<file path="config.mk">
export PLATFORM = sky130hd
export DESIGN_NAME = maxnet_output_check_n
export DESIGN_NICKNAME = d
export VERILOG_FILES = /design/src/rtl/maxnet_output_check_n.sv
export SDC_FILE = /design/constraint.sdc
export NUM_CORES = 1
export LEC_CHECK = 0
export CORE_ASPECT_RATIO = 0.75
export CORE_UTILIZATION = 25
export CTS_BUF_LIST = sky130_fd_sc_hd__clkbuf_4
export CTS_CLUSTER_SIZE = 30
export DETAILED_ROUTE_END_ITERATION = 8
export PLACE_DENSITY = 0.68
export SLEW_MARGIN = 40
export SYNTH_ARGS = -nofsm -noshare
export SYNTH_HDL_FRONTEND = slang
export SYNTH_SLANG_ARGS = --single-unit
</file>
<file path="constraint.sdc">
create_clock -name clk -period 4.8 [get_ports clk]
set_input_delay 0.48 -clock clk [delete_from_list [all_inputs] [get_ports clk]]
set_output_delay 0.48 -clock clk [all_outputs]
set_load 0.1 [all_outputs]
</file>
<file path="src/rtl/maxnet_output_check_n.sv">
// maxnet_output_check_n
//   Convergence detector for the Maxnet datapath. It watches one snapshot of N
//   activation words per network iteration. It reports a winner when exactly
//   one activation is still non-zero, and it flags the all-dead and
//   iteration-budget cases. The result is held until the consumer accepts it
//   over a valid/ready handshake.
//
//   Optional feature macro: MAXNET_TIE_BREAK_EN
//     defined   : on timeout, report the alive channel with the largest
//                 magnitude (lowest index wins ties)
//     undefined : on timeout, winner/winner_idx are zero; only the timeout
//                 flag reports the outcome
//
//   Ports
//     clk, rst            clock, synchronous active-high reset
//     start               begin an evaluation (accepted only in IDLE)
//     in_valid, x_flat    snapshot strobe and N x W activations
//     a_flat              N x LABEL_W channel labels
//     busy                evaluation in progress
//     result_valid        result held; result_ready accepts it
//     winner, winner_idx  selected label and channel index
//     none_alive, timeout outcome flags
//     iter_count          snapshots consumed in the current/last evaluation
module maxnet_output_check_n #(
  parameter int N        = 4,
  parameter int W        = 32,
  parameter int LABEL_W  = 32,
  parameter int MAX_ITER = 255
) (
  input  logic                   clk,
  input  logic                   rst,
  input  logic                   start,
  input  logic                   in_valid,
  input  logic [N*W-1:0]         x_flat,
  input  logic [N*LABEL_W-1:0]   a_flat,
  output logic                   busy,
  output logic                   result_valid,
  input  logic                   result_ready,
  output logic [LABEL_W-1:0]     winner,
  output logic [$clog2(N)-1:0]   winner_idx,
  output logic                   none_alive,
  output logic                   timeout,
  output logic [15:0]            iter_count
);

  localparam int IDX_W = $clog2(N);
  localparam int CNT_W = $clog2(N + 1);

  typedef enum logic [1:0] {S_IDLE, S_RUN, S_DONE} state_t;

  state_t               r_state;
  state_t               w_state_nxt;
  logic [LABEL_W-1:0]   r_winner;
  logic [IDX_W-1:0]     r_winner_idx;
  logic                 r_none_alive;
  logic                 r_timeout;
  logic [15:0]          r_iter_count;

  logic [N-1:0]         w_alive;
  logic [CNT_W-1:0]     w_alive_cnt;
  logic [IDX_W-1:0]     w_low_idx;
  logic [N-1:0]         w_unused_sign;
  logic [15:0]          w_iter_inc;
  logic                 w_budget_hit;
  logic                 w_one_alive;
  logic                 w_zero_alive;
  logic                 w_snap;
  logic                 w_decide;
  logic [LABEL_W-1:0]   w_to_winner;
  logic [IDX_W-1:0]     w_to_idx;

  // Sign bits never affect liveness: +0 and -0 are both dead.
  always_comb begin
    w_alive       = '0;
    w_alive_cnt   = '0;
    w_low_idx     = '0;
    w_unused_sign = '0;
    for (int i = 0; i < N; i++) begin
      w_alive[i]       = |x_flat[i*W +: W-1];
      w_unused_sign[i] = x_flat[i*W + W-1];
      w_alive_cnt      = w_alive_cnt + CNT_W'(w_alive[i]);
    end
    // Descending scan so the lowest set index is the one left standing.
    for (int i = N - 1; i >= 0; i--) begin
      if (w_alive[i]) w_low_idx = IDX_W'(i);
    end
  end

  assign w_iter_inc   = (r_iter_count == 16'hFFFF) ? r_iter_count : r_iter_count + 16'd1;
  assign w_budget_hit = (w_iter_inc == 16'(MAX_ITER));
  assign w_one_alive  = (w_alive_cnt == CNT_W'(1));
  assign w_zero_alive = (w_alive_cnt == '0);
  assign w_snap       = (r_state == S_RUN) && in_valid;
  // Convergence and all-dead take priority over the budget, so a snapshot
  // that converges on the last allowed iteration still reports a winner.
  assign w_decide     = w_snap && (w_one_alive || w_zero_alive || w_budget_hit);

`ifdef MAXNET_TIE_BREAK_EN
  logic [W-2:0]     w_best_mag;
  logic [IDX_W-1:0] w_best_idx;
  logic             w_found;

  // Strict greater-than keeps the earlier (lower) index on equal magnitudes.
  always_comb begin
    w_best_mag = '0;
    w_best_idx = '0;
    w_found    = 1'b0;
    for (int i = 0; i < N; i++) begin
      if (w_alive[i] && (!w_found || (x_flat[i*W +: W-1] > w_best_mag))) begin
        w_best_mag = x_flat[i*W +: W-1];
        w_best_idx = IDX_W'(i);
        w_found    = 1'b1;
      end
    end
  end

  assign w_to_winner = a_flat[w_best_idx*LABEL_W +: LABEL_W];
  assign w_to_idx    = w_best_idx;
`else
  assign w_to_winner = '0;
  assign w_to_idx    = '0;
`endif

  always_ff @(posedge clk) begin
    if (rst) r_state <= S_IDLE;
    else     r_state <= w_state_nxt;
  end

  always_comb begin
    w_state_nxt = r_state;
    case (r_state)
      S_IDLE:  if (start)        w_state_nxt = S_RUN;
      S_RUN:   if (w_decide)     w_state_nxt = S_DONE;
      // A start arriving with the handshake is dropped; IDLE sees the next one.
      S_DONE:  if (result_ready) w_state_nxt = S_IDLE;
      default:                   w_state_nxt = S_IDLE;
    endcase
  end

  // Result registers only move on start or on a RUN snapshot, so they stay
  // frozen in DONE and hold through IDLE until the next start.
  always_ff @(posedge clk) begin
    if (rst) begin
      r_winner     <= '0;
      r_winner_idx <= '0;
      r_none_alive <= 1'b0;
      r_timeout    <= 1'b0;
      r_iter_count <= '0;
    end else if ((r_state == S_IDLE) && start) begin
      r_winner     <= '0;
      r_winner_idx <= '0;
      r_none_alive <= 1'b0;
      r_timeout    <= 1'b0;
      r_iter_count <= '0;
    end else if (w_snap) begin
      r_iter_count <= w_iter_inc;
      if (w_one_alive) begin
        r_winner     <= a_flat[w_low_idx*LABEL_W +: LABEL_W];
        r_winner_idx <= w_low_idx;
      end else if (w_zero_alive) begin
        r_none_alive <= 1'b1;
        r_winner     <= '0;
        r_winner_idx <= '0;
      end else if (w_budget_hit) begin
        r_timeout    <= 1'b1;
        r_winner     <= w_to_winner;
        r_winner_idx <= w_to_idx;
      end
    end
  end

  assign busy         = (r_state == S_RUN);
  assign result_valid = (r_state == S_DONE);
  assign winner       = r_winner;
  assign winner_idx   = r_winner_idx;
  assign none_alive   = r_none_alive;
  assign timeout      = r_timeout;
  assign iter_count   = r_iter_count;

endmodule

</file>
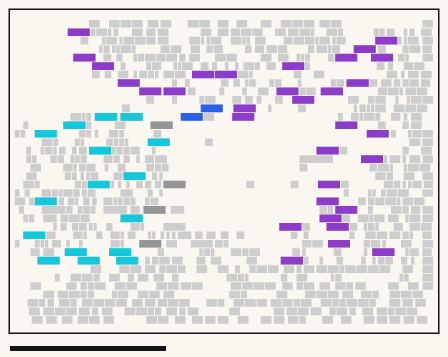
*Register map, names as in the netlist*
The bar under the picture is 50 um long.
- winner: purple (placed flops 32)
- iter_count: cyan (placed flops 16)
- winner_idx: blue (placed flops 2)
Layout Utilization: 0.485
Seq area share: 0.169
FF/Latch Area: 1080 um^2
sequential power: 0.000451 W

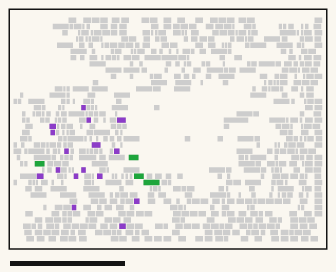
*Logic cells by family*
The bar under the picture is 50 um long.
- adder and majority cells: green (cells 4)
- AND and OR gates: purple (cells 16)
fin cells: 890
most numerous logic cell after layout: clkdlybuf4s50_1
combinational share of cell area: 0.331

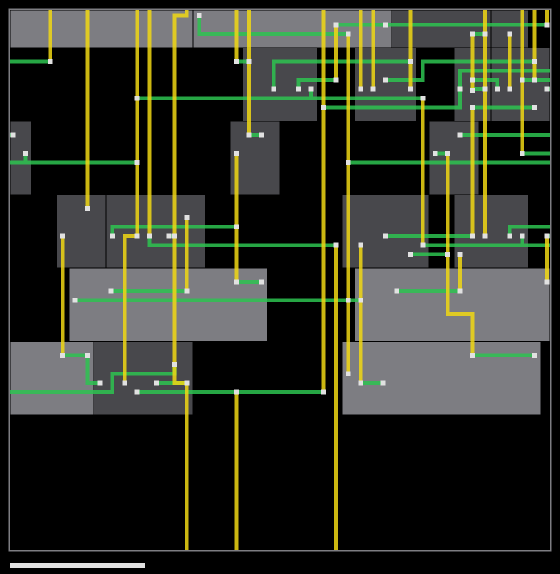
*Close-up of the layout*
The bar under the picture is 5 um long. Window x 59 to 79, y 63 to 83 um. Cells in grey, sequential cells in the stronger grey; small squares are vias.
- met1: green
- met2: yellow
- cells with their middle in the window: 18
- most frequent: dfxtp_1 (5), buf_2 (3)
- netlist names of flops here include: winner (4), winner_idx (1)
- sequential cells in the window: 5

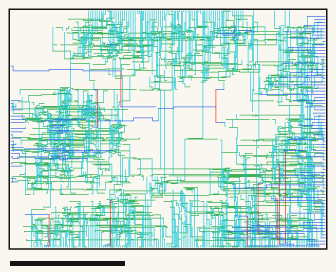
*Signal wires by layer*
The bar under the picture is 50 um long.
- met4: red (wire length 206 um)
- met1: green (wire length 6450 um)
- met3: blue (wire length 1310 um)
- met2: cyan (wire length 7330 um)
via count: 4544
WL/cell: 17.2 um
Tot GR Track Use: 0.204

## layout make-up
cell class | count | area, um^2
Inverter | 7 | 26.3
Fill cell | 1263 | 6800
Clock inverter | 2 | 33.8
Tap cell | 171 | 214
Timing Repair Buffer | 316 | 2890
Sequential cell | 54 | 1080
Clock buffer | 5 | 37.5
Multi-Input combinational cell | 335 | 2120
## worst paths after layout
kind	from	endpoint	slack, ps	depth (start not counted)
max	x_flat[100]	winner[7]$_SDFFE_PP0P_	800	14
min	winner[25]$_SDFFE_PP0P_	winner[25]$_SDFFE_PP0P_	460	1
max reg2reg	iter_count[0]$_SDFFE_PP0P_	winner[28]$_SDFFE_PP0P_	1960	8
min reg2reg	winner[25]$_SDFFE_PP0P_	winner[25]$_SDFFE_PP0P_	460	1
## through the flow
stage | power, W | cell area [um^2] | cells | worst slack (ps) | hold slack [ps]
after floorplan | 0.000501 | 3450 | 427 | 1150 | 428
after global placement | 0.000712 | 6600 | 883 | 601 | 434
after detailed placement | 0.000714 | 6330 | 883 | 457 | 433
after CTS | 0.000968 | 6400 | 890 | 851 | 467
after global routing | 0.000999 | 6400 | 890 | 617 | 477
final | 0.000953 | 6400 | 890 | 797 | 462
## registers in the layout (all words and copies together), names as in the netlist
register / count
winner: 32
timeout: 1
r_state: 2
none_alive: 1
winner_idx: 2
iter_count: 16
## cells by family after synthesis
family | synth area share
AND-OR/OR-AND | 0.276
XOR/XNOR | 0.0330
adder cells (fa/ha/maj) | 0.0167
buffers and inverters | 0.0733
flip-flops | 0.313
multiplexers | 0.00290
AND/OR/NAND/NOR | 0.285
## power breakdown
part / switching (W) / internal [W] / total (W)
clock: 0.000141 / 0.000106 / 0.000247
sequential: 0.00000174 / 0.000450 / 0.000451
combinational: 0.0000632 / 0.000191 / 0.000254
## per-layer routing
metal  vias to the layer above  track usage
met5                         -            0
met4                         0       0.0440
met3                        22       0.0494
met2                       182        0.354
met1                      2127        0.251
li1                       2213            -
## cell usage in the layout (no fill, tap or decap), types with 11 or more instances in the layout
cell	n
clkdlybuf4s50_1	256
nand2_1	72
dfxtp_1	54
buf_2	54
a31oi_1	37
nor4_1	33
a21o_1	32
o221ai_1	32
nor2_1	26
nand4_1	11
xnor2_1	11
## cell usage after synthesis (2+ instances only)
master	instances
nor4_1	33
xor2_1	2
buf_6	2
clkbuf_8	5
nand4_1	11
buf_2	6
buf_8	3
nand2_1	72
a21o_1	32
a21oi_1	5
and3_1	3
o211ai_1	3
and2_1	3
and4_1	2
a311oi_1	2
ha_1	3
dfxtp_1	54
nand4_4	2
nand3_1	9
nor2_1	26
nand2b_1	3
o221ai_1	32
o211a_1	3
a22o_2	2
clkbuf_1	14
a31oi_1	37
o21ai_0	2
xnor2_1	11
nor2b_1	5
nor3_1	9
a21o_2	2
inv_1	7
==> flow_metrics.tcl <==
# collected from the flow reports
set metrics [dict create \
    initCoreUtil 0.261 \
    critPathRequiredTime_ps 5120 \
    warnings 30 \
    post_cts_resized 0 \
    finalMaxSlewViolations 0 \
    worstPathArrival_ps 4320 \
    vias_per_cell 5.11 \
    ys_seq_share 0.313 \
    die_width_um 138 \
    finalSetupTns_ps 0 \
    synth-edff-count 0 \
    io_buffers 310 \
    cts_tree "done" \
    worstSetupStartpointType "primary input" \
    clkTransAtPathRegs_ps 150 \
    met2_length_mm 7.33 \
    yosys.cell_types.count 54 \
    peakVddDrop_mv 0.132 \
    routed.top_layer "met4" \
    grt_pass1_vias 4368 \
    status "finished clean" \
    netlist.area_leader.share 0.313 \
    crit_type "in2reg" \
]
Power figures rest on the tool's default switching activity, not on a simulated workload.
